File: config.mk
export PLATFORM = sky130hd
export DESIGN_NAME = bit_packer
export DESIGN_NICKNAME = d
export VERILOG_FILES = /design/src/rtl/bit_packer.sv
export SDC_FILE = /design/constraint.sdc
export NUM_CORES = 1
export LEC_CHECK = 0
export CORE_AREA = 2 2 87 47
export CTS_CLUSTER_SIZE = 25
export DETAILED_ROUTE_END_ITERATION = 6
export DIE_AREA = 0 0 89 49
export GPL_TIMING_DRIVEN = 0
export PLACE_DENSITY = 0.62
export SLEW_MARGIN = 25
export SYNTH_ARGS = -nofsm -noshare
export SYNTH_HDL_FRONTEND = slang
export SYNTH_SLANG_ARGS = --single-unit
File: constraint.sdc
create_clock -name clk -period 7.65 [get_ports clk]
set_clock_uncertainty 0.1 [all_clocks]
set_input_delay 1.53 -clock clk [delete_from_list [all_inputs] [get_ports clk]]
set_output_delay 1.53 -clock clk [all_outputs]
set_load 0.01 [all_outputs]
File: src/rtl/bit_packer.sv
// Serial-to-parallel packer: accepts a 1-bit stream LSB-first into WIDTH-bit words with flush of partial words.
// Optional BIT_PACKER_PARITY_EN adds a registered io_out_parity output (XOR of the held word).
module bit_packer #(
  parameter int unsigned WIDTH = 8,
  localparam int unsigned LW = $clog2(WIDTH + 1)
) (
  input  logic             clk,
  input  logic             reset,
  input  logic             io_in_valid,
  input  logic             io_in_bits,
  output logic             io_in_ready,
  input  logic             io_flush,
  output logic             io_out_valid,
  input  logic             io_out_ready,
  output logic [WIDTH-1:0] io_out_bits,
`ifdef BIT_PACKER_PARITY_EN
  output logic             io_out_parity,
`endif
  output logic [LW-1:0]    io_out_len
);

  localparam int unsigned CW = $clog2(WIDTH);
  localparam logic [CW-1:0] CNT_LAST = CW'(WIDTH - 1);

  logic [CW-1:0]    cnt_q, cnt_d;
  logic [WIDTH-1:0] sh_q, sh_d;
  logic             out_valid_q, out_valid_d;
  logic [WIDTH-1:0] out_bits_q, out_bits_d;
  logic [LW-1:0]    out_len_q, out_len_d;
  logic             flush_pend_q, flush_pend_d;
`ifdef BIT_PACKER_PARITY_EN
  logic             out_parity_q, out_parity_d;
`endif

  logic             drain_ok;
  logic             in_ready;
  logic             accept;
  logic             complete;
  logic             flush_req;
  logic             do_flush;
  logic             load;
  logic [WIDTH-1:0] sh_acc;
  logic [LW-1:0]    cnt_acc;

  // sh_acc/cnt_acc already include this cycle's accepted bit, so flush and complete share them.
  always_comb begin
    drain_ok     = !out_valid_q || io_out_ready;
    in_ready     = (cnt_q != CNT_LAST) || drain_ok;
    accept       = io_in_valid && in_ready;
    complete     = accept && (cnt_q == CNT_LAST);
    flush_req    = io_flush || flush_pend_q;

    sh_acc       = sh_q;
    if (accept) begin
      sh_acc[cnt_q] = io_in_bits;
    end
    cnt_acc      = LW'(cnt_q) + LW'(accept);
    do_flush     = flush_req && drain_ok && (cnt_acc != '0) && !complete;
    load         = complete || do_flush;

    cnt_d        = accept ? CW'(cnt_acc) : cnt_q;
    sh_d         = sh_acc;
    out_valid_d  = out_valid_q;
    out_bits_d   = out_bits_q;
    out_len_d    = out_len_q;
    flush_pend_d = flush_pend_q;

    if (load) begin
      out_valid_d = 1'b1;
      out_bits_d  = sh_acc;
      out_len_d   = complete ? LW'(WIDTH) : cnt_acc;
      cnt_d       = '0;
      sh_d        = '0;
    end else if (out_valid_q && io_out_ready) begin
      out_valid_d = 1'b0;
    end

    // A request that cannot be served now is remembered; an empty one is dropped.
    if (flush_req) begin
      flush_pend_d = complete || !drain_ok;
    end

`ifdef BIT_PACKER_PARITY_EN
    out_parity_d = ^out_bits_d;
`endif
  end

  always_ff @(posedge clk or posedge reset) begin
    if (reset) begin
      cnt_q        <= '0;
      sh_q         <= '0;
      out_valid_q  <= 1'b0;
      out_bits_q   <= '0;
      out_len_q    <= '0;
      flush_pend_q <= 1'b0;
`ifdef BIT_PACKER_PARITY_EN
      out_parity_q <= 1'b0;
`endif
    end else begin
      cnt_q        <= cnt_d;
      sh_q         <= sh_d;
      out_valid_q  <= out_valid_d;
      out_bits_q   <= out_bits_d;
      out_len_q    <= out_len_d;
      flush_pend_q <= flush_pend_d;
`ifdef BIT_PACKER_PARITY_EN
      out_parity_q <= out_parity_d;
`endif
    end
  end

  assign io_in_ready  = in_ready;
  assign io_out_valid = out_valid_q;
  assign io_out_bits  = out_bits_q;
  assign io_out_len   = out_len_q;
`ifdef BIT_PACKER_PARITY_EN
  assign io_out_parity = out_parity_q;
`endif

endmodule

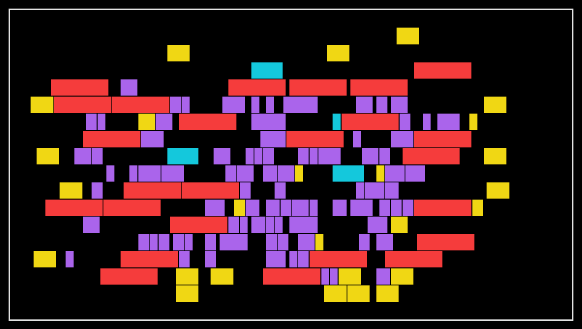
(run_1/cell_classes.png)
Key: red = flip-flops [cells 25, share of their area 43%]; cyan = clock drivers and dummy loads [cells 4, share of their area 3.1%]; purple = all other logic [cells 88, share of their area 39%]; yellow = other buffers and delay cells [cells 26, share of their area 15%]

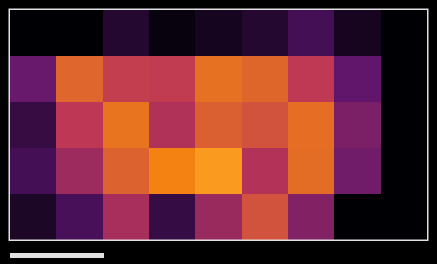
(run_1/density.png)
Bar = 20 um. 9 x 5 tiles, from black (low) to pale yellow (high), 0 to 100% covered.
The densest ninth of the die: middle. 2.2% of the tiles are over 75% full. 18% of the tiles are nearly empty. The emptiest ninth of the die: top right. The mean over all tiles is 33%.

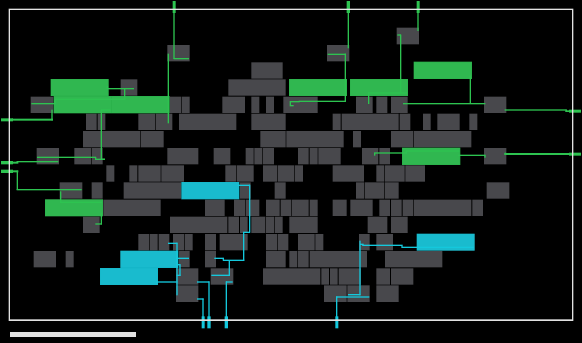
(run_1/port_nets.png)
Bar = 20 um.
Key: cyan = `io_out_len` [direction output, edge bottom, end cells 4, buffers 4, wire 96.8 um]; green = `io_out_bits` [direction output, edge 3 left, 3 top, 2 right, end cells 8, buffers 8, wire 205 um]

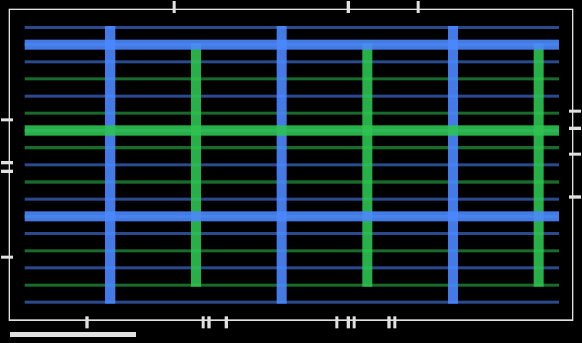
(run_1/pdn.png)
Bar = 20 um. Pins as bars on the die edge.
Key: blue = VSS; green = VDD
3 straps on met5. 20 signal pins sit on the boundary.

run 1: layout make-up:
type	count	area [um^2]
fill	374	2170
sequential	25	626
buffer	8	40.0
timing repair buffer	18	180
tap	54	67.6
multi-input combinational	85	547
inverter	3	11.3
clock buffer	4	45.0
run 1: cells in the final DEF, fill, tap and decap left out, types with 3 or more instances in the layout:
master,n
nand2_1,4
a21oi_1,14
dfrtp_1,25
nor2_1,15
o21ai_0,4
a211oi_1,9
nor3_1,5
mux2i_1,7
nand3_1,4
clkbuf_8,3
clkdlybuf4s50_1,18
clkbuf_1,4
run 1: flip-flops by register name, indices dropped and copies added (netlist names):
signal,cells
flush_pend_q,1
io_out_valid,1
cnt_q,3
io_out_bits,8
io_out_len,4
sh_q,8
run 1: through the flow:
| step | setup WS [ns] | area (um^2) | hold slack, ns |
|---|---|---|---|
| 3_3_place_gp | 2.98 | 1470 | 0.383 |
| 6_report | 3.01 | 1520 | 0.401 |
| 3_5_place_dp | 2.92 | 1470 | 0.390 |
| 2_1_floorplan | 3.83 | 1220 | 0.372 |
| 5_1_grt | 2.88 | 1520 | 0.448 |
| 4_1_cts | 2.97 | 1520 | 0.402 |
run 1: cell families (layout without fill, tap and decap cells):
logic type	count (synthesis)	after routing	synth area share, %
simple gates	40	40	16.8
fa+ha+maj	2	2	2.04
flops	25	25	51.1
mux	9	9	8.18
compound gates	33	33	17.0
xor+xnor	1	1	0.716
buf+inv	11	33	4.19
run 1: critical path: cells and delay by family:
kind / cells / cell delay, ns
buffers and inverters: 2 / 0.91
AND/OR/NAND/NOR: 2 / 0.58
run 1: routing by layer:
metal | global-route usage (%) | up-vias | part of all wire (%)
li1 | - | 480 | -
met1 | 23.9 | 471 | 55
met2 | 17.4 | 26 | 38
met3 | 4.40 | 4 | 5.4
met4 | 5.22 | 0 | 1.6
met5 | 0 | - | 0
run 1: final timing paths:
kind                              startpoint              to  slack (ns)  cells after the start
worst max-delay path            io_out_ready     io_in_ready        3.01                      4
worst min-delay path                 sh_q[7]         sh_q[7]        0.40                      2
worst max register to register  io_out_valid  io_out_bits[2]        4.49                      9
worst min register to register       sh_q[7]         sh_q[7]        0.40                      2
max in group asynchronous              reset   io_out_len[2]        5.50                      2
min in group asynchronous              reset  io_out_bits[4]        1.54                      2
run 1: power breakdown:
| group | total [W] | internal (W) | switching (W) |
|---|---|---|---|
| registers | 0.000199 | 0.000178 | 0.0000212 |
| logic | 0.000268 | 0.000122 | 0.000146 |
| clock network | 0.0000781 | 0.0000373 | 0.0000409 |
==> Slide: Implementation Results, run 1 <==
Physical Implementation Snapshot

Setup path
  – Crit path DRT: 6.02 ns
  – Critical path class: in2out
  – Critical path's slowest cell: clkdlybuf4s50_1
  – WP data arrival: 3.01 ns
  – Sequence of cells on the critical path: clkdlybuf4s50_1 -> nor2b_1 -> nand4_1 -> clkdlybuf4s50_1
  – Crit-path max cell delay: 0.51 ns
  – CP dominant cell by count: clkdlybuf4s50_1
  – Worst setup EP type: output port
  – Critical path startpoint category: input pin
  – Crit-path max FO: 7

Power
  – Power, Total: 0.000545 W
  – P per Cell Area: 360 nW/um^2
  – Leak: 0.663 nW
  – Maximum vdd drop: 0.000140 V

Drt
  – Final WL: 2820 um
  – Post-route ant nets: 0
  – Via density: 4.98
  – Routed len/inst: 14.3 um
  – Initial drt markers: 81
  – Vias: 981
  – DR DRC count: 0
  – Initial DRT Pass Iterations: 6

Finish
  – Ant diodes: 0
  – Net count, final: 152
  – Final cell count without fillers: 197
  – Finished Core Util: 41.2%
  – Share of cells above drive strength 1: 8.39%
  – Area growth, synth to finish: 23.9%

Global route
  – Number of global-route vias before repair: 955
  – Global route total overflow: 0
  – Global-route wire length before repair: 4870 um
  – GR Util All Layers: 14.6%
  – Largest net degree at the start of global routing: 26
  – Initial antenna violation count: 0

Synthesis
  – Synth Area per Inst: 10.1 um^2
  – Most instantiated library cell after synthesis: dfrtp_1
  – Synth Cell Area: 1220 um^2
  – Register share after synthesis: 51.1%
  – Count of different cell masters after synthesis: 33
  – Yosys Instances: 121
  – Top cells by count: dfrtp_1, nor2_1, a21oi_1
  – FF+latch count, synth: 25
  – Yosys synthesis chip area: 1220 um^2
  – Post-Synthesis Cells: 121
  – Dominant synthesized flop cell: dfrtp_1
  – Synthesized net count: 129
  – Area contributors post-synth: dfrtp_1, a21oi_1, mux2i_1
  – Area leader share: 51.1%
  – Fraction of registers with async set/reset: 100%
  – Cell taking the most area after synthesis: dfrtp_1
  – Synth Warn #: 0
  – Flip-flops with a built-in enable: 0

Clock tree
  – Clk Tree Root Cell: clkbuf_8
  – Latency at later pin: 0.27 ns
  – Postcts setup bufs: 0
  – Max clock buf depth: 2
  – # hold bufs at CTS: 0
  – Post_cts resized: 0
  – Clock sink count: 25
  – CTS tree: done
  – Worst-path clk slew: 0.08 ns
  – CTS buffer count: 3
  – H-Tree Depth: 1

Floorplanning
  – Die width: 89 um
  – Chip height: 49 um
  – Die ar.: 4360 um^2
  – Core area: 3680 um^2
  – Num rows: 16
  – I/O Pins: 20
  – Fp_density: 33.2%

STA
  – Endpoints failing setup: 0
  – Final Hold Violation Tally: 0
  – Fin. max-slew vios: 0
  – Setup_tns: 0 ns
  – RSZ-0062 raised after global routing: no
  – Rel. slew slack: 40.5%
  – Fmax: 215 MHz
  – Final Cycle Share: 60.7%
  – Minimum clock period: 4.64 ns
  – Worst-Margin Slew: 0.887 ns

Min path
  – Hold Crit Class: reg2reg

Run
  – Log Warnings: 26
  – Max Cap Viol: 0

Place
  – Final GP Congestion: 0.912
  – Cells after DPL: 193
  – Dpl hpwl: 2010 um
  – Port-buffer cells: 18

Status
  – Status: complete, no violations
==> inputs of run 2 (changes only) <==
==> constraint.sdc (replaced) <==
create_clock -name clk -period 4.8 [get_ports clk]
set_clock_uncertainty 0.1 [all_clocks]
set_input_delay 0.96 -clock clk [delete_from_list [all_inputs] [get_ports clk]]
set_output_delay 0.96 -clock clk [all_outputs]
set_load 0.01 [all_outputs]
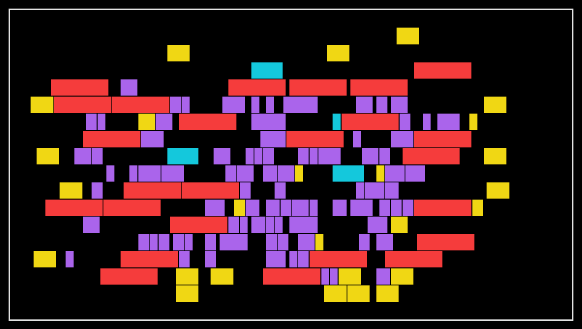
(run_2/cell_classes.png)
core area: 3680 um^2
sequential cell area share: 41.3%
num rows: 16
Finished Core Util: 41.2%
design area: 1520 um^2

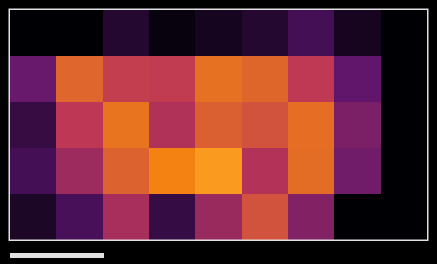
(run_2/density.png)
Bar = 20 um. 9 x 5 tiles, from black (low) to pale yellow (high), 0 to 100% covered.
fp_density: 33.2%

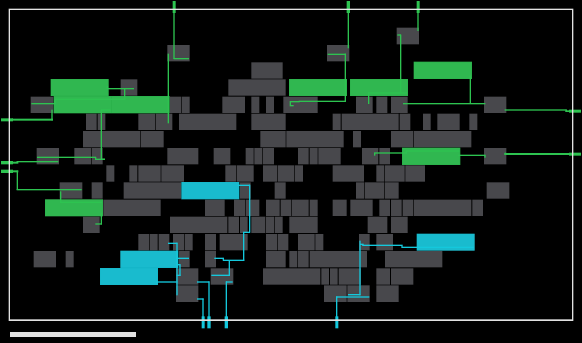
(run_2/port_nets.png)
Bar = 20 um.
Key: cyan = `io_out_len` [direction output, edge bottom, end cells 4, buffers 4, wire 96.8 um]; green = `io_out_bits` [direction output, edge 3 left, 3 top, 2 right, end cells 8, buffers 8, wire 205 um]

==> run 2 against run 1 <==
Against the previous run:
- clock power rose by about 60%
- hold slack did not move
- non-clock buffer count did not move
- sequential cell count did not move
- cell area did not move
- sequential power rose by about 60%
==> Slide: Implementation Results, run 2 <==
Physical Implementation Snapshot

Power
  – Switching Fraction: 38.1%
  – Leak: 0.663 nW
  – Combinational share of power: 49.1%
  – Seq pwr share: 36.6%
  – P per Cell Area: 573 nW/um^2
  – Maximum vdd drop: 0.000223 V
  – Internal: 0.000538 W
  – Clock network power share: 14.3%
  – Power, Total: 0.000869 W
  – Psw: 0.000331 W

Global route
  – GR Util All Layers: 14.6%
  – Global-route wire length before repair: 4870 um
  – Global route total overflow: 0
  – Number of global-route vias before repair: 955
  – Largest net degree at the start of global routing: 26
  – Initial antenna violation count: 0

Synthesis
  – Register share after synthesis: 51.1%
  – Count of different cell masters after synthesis: 33
  – Most instantiated library cell after synthesis: dfrtp_1
  – Yosys synthesis chip area: 1220 um^2
  – FF+latch count, synth: 25
  – Synth Warn #: 0
  – Yosys Instances: 121
  – Synth Cell Area: 1220 um^2
  – Area contributors post-synth: dfrtp_1, a21oi_1, mux2i_1
  – Cell taking the most area after synthesis: dfrtp_1
  – Dominant synthesized flop cell: dfrtp_1
  – Synthesized net count: 129
  – Flip-flops with a built-in enable: 0
  – Synth Area per Inst: 10.1 um^2
  – Area leader share: 51.1%
  – Post-Synthesis Cells: 121
  – Fraction of registers with async set/reset: 100%
  – Top cells by count: dfrtp_1, nor2_1, a21oi_1

Finish
  – Final cell count without fillers: 197
  – Commonest Layout Cell: dfrtp_1
  – Area growth, synth to finish: 23.9%
  – Register Area: 626 um^2
  – Comb area: 547 um^2
  – Net count, final: 152
  – Share of cells above drive strength 1: 8.39%
  – Ant diodes: 0
  – Most frequent cells in the layout: dfrtp_1, clkdlybuf4s50_1, nor2_1, a21oi_1, a211oi_1
  – Filler cells: 374

Drt
  – DR DRC count: 0
  – Routed len/inst: 14.3 um
  – Vias: 981
  – Initial drt markers: 81
  – Initial DRT Pass Iterations: 6
  – Post-route ant nets: 0
  – Via density: 4.98
  – Final WL: 2820 um

Setup path
  – Critical path's slowest cell: nor2b_1
  – Launch point of the worst reg-to-reg path: io_out_valid
  – Crit-path max FO: 10
  – Worst setup EP type: flip-flop
  – Worst R2R Setup Slack: 1.64 ns
  – Worst Reg-to-Reg Cells: 9
  – Crit path DRT: 4.86 ns
  – CP dominant cell by count: ha_1
  – Critical path startpoint category: input pin
  – Reg-to-reg endpoint: io_out_bits[2]
  – Critical path class: in2reg
  – Crit-path max cell delay: 0.42 ns
  – WP data arrival: 3.94 ns

Clock tree
  – Clock sink count: 25
  – Latency at later pin: 0.27 ns
  – Post_cts resized: 0
  – CTS buffer count: 3
  – CTS tree: done
  – H-Tree Depth: 1
  – Worst-path clk slew: 0.08 ns
  – # hold bufs at CTS: 0
  – Max clock buf depth: 2
  – Clk Tree Root Cell: clkbuf_8
  – Postcts setup bufs: 0

Place
  – Final GP Congestion: 0.912
  – Pre-CTS WS: 0.640 ns
  – Dpl hpwl: 2010 um
  – Cells after DPL: 193
  – Port-buffer cells: 18

STA
  – Minimum clock period: 3.89 ns
  – Rel. slew slack: 40.5%
  – Fmax: 257 MHz
  – Fin. max-slew vios: 0
  – Setup_tns: 0 ns
  – Worst-Margin Slew: 0.887 ns
  – Endpoints failing setup: 0
  – Final Hold Violation Tally: 0
  – RSZ-0062 raised after global routing: no
  – Final Cycle Share: 81.0%
  – Fin worst setup slack: 0.914 ns

Min path
  – Hold path depth: 2
  – Hold worst-path end: sh_q[7]
  – HP Start: sh_q[7]

Floorplanning
  – Die width: 89 um
  – Die ar.: 4360 um^2
  – I/O Pins: 20
  – Chip height: 49 um

Status
  – Status: complete, no violations

Run
  – Max Cap Viol: 0
## run 2: logic make-up (layout without fill, tap and decap cells)
| logic type | Yosys count | after routing | synth area share, % |
|---|---|---|---|
| buf+inv | 11 | 33 | 4.19 |
| xor+xnor | 1 | 1 | 0.716 |
| mux | 9 | 9 | 8.18 |
| compound gates | 33 | 33 | 17.0 |
| simple gates | 40 | 40 | 16.8 |
| fa+ha+maj | 2 | 2 | 2.04 |
| flops | 25 | 25 | 51.1 |
## run 2: worst max-delay path, delay by kind of cell
kind,cells,cell delay [ns]
buffers and inverters,2,0.65
AND-OR/OR-AND,4,1.14
AND/OR/NAND/NOR,2,0.52
adder cells (fa/ha/maj),2,0.66
## run 2: per-layer routing
| layer | vias to the layer above | routed length (um) | share of wire, % | global-route usage (%) |
|---|---|---|---|---|
| li1 | 480 | - | - | - |
| met1 | 471 | 1550 | 55 | 23.9 |
| met2 | 26 | 1070 | 38 | 17.4 |
| met3 | 4 | 151 | 5.4 | 4.40 |
| met4 | 0 | 46 | 1.6 | 5.22 |
| met5 | - | 0 | 0 | 0 |
## run 2: metrics by stage
| step | utilization (%) | cell area (um^2) | hold WS, ns |
|---|---|---|---|
| global route | 41.2 | 1520 | 0.448 |
| floorplan | - | 1220 | 0.372 |
| detailed placement | 39.9 | 1470 | 0.390 |
| global placement | 39.9 | 1470 | 0.383 |
| finish | 41.2 | 1520 | 0.401 |
| CTS | 41.2 | 1520 | 0.402 |
## run 2: area by class of cell
cell class | instances | area share [%]
clock buffer | 4 | 2.97
timing repair buffer | 18 | 11.9
sequential | 25 | 41.3
multi-input combinational | 85 | 36.1
inverter | 3 | 0.743
buffer | 8 | 2.64
tap | 54 | 4.46
## run 2: worst max-delay path by stage
| stage | startpoint | end |
|---|---|---|
| global placement | io_out_ready | io_out_bits[7] |
| CTS | io_out_ready | io_out_bits[2] |
| global route | io_out_ready | io_out_bits[4] |
| finish | io_out_ready | io_out_bits[2] |
| floorplan | io_out_ready | io_out_bits[7] |
| detailed placement | io_out_ready | io_out_bits[2] |
## run 2: power by group through the flow
| stage | clock network [W] | registers (W) | logic (W) |
|---|---|---|---|
| after floorplan | 0 | 0.000339 | 0.000243 |
| after global placement | 0 | 0.000321 | 0.000421 |
| after detailed placement | 0 | 0.000323 | 0.000424 |
| after CTS | 0.000129 | 0.000319 | 0.000427 |
| after global routing | 0.000139 | 0.000328 | 0.000470 |
| final | 0.000125 | 0.000318 | 0.000427 |
Power and IR drop assume default switching activity.
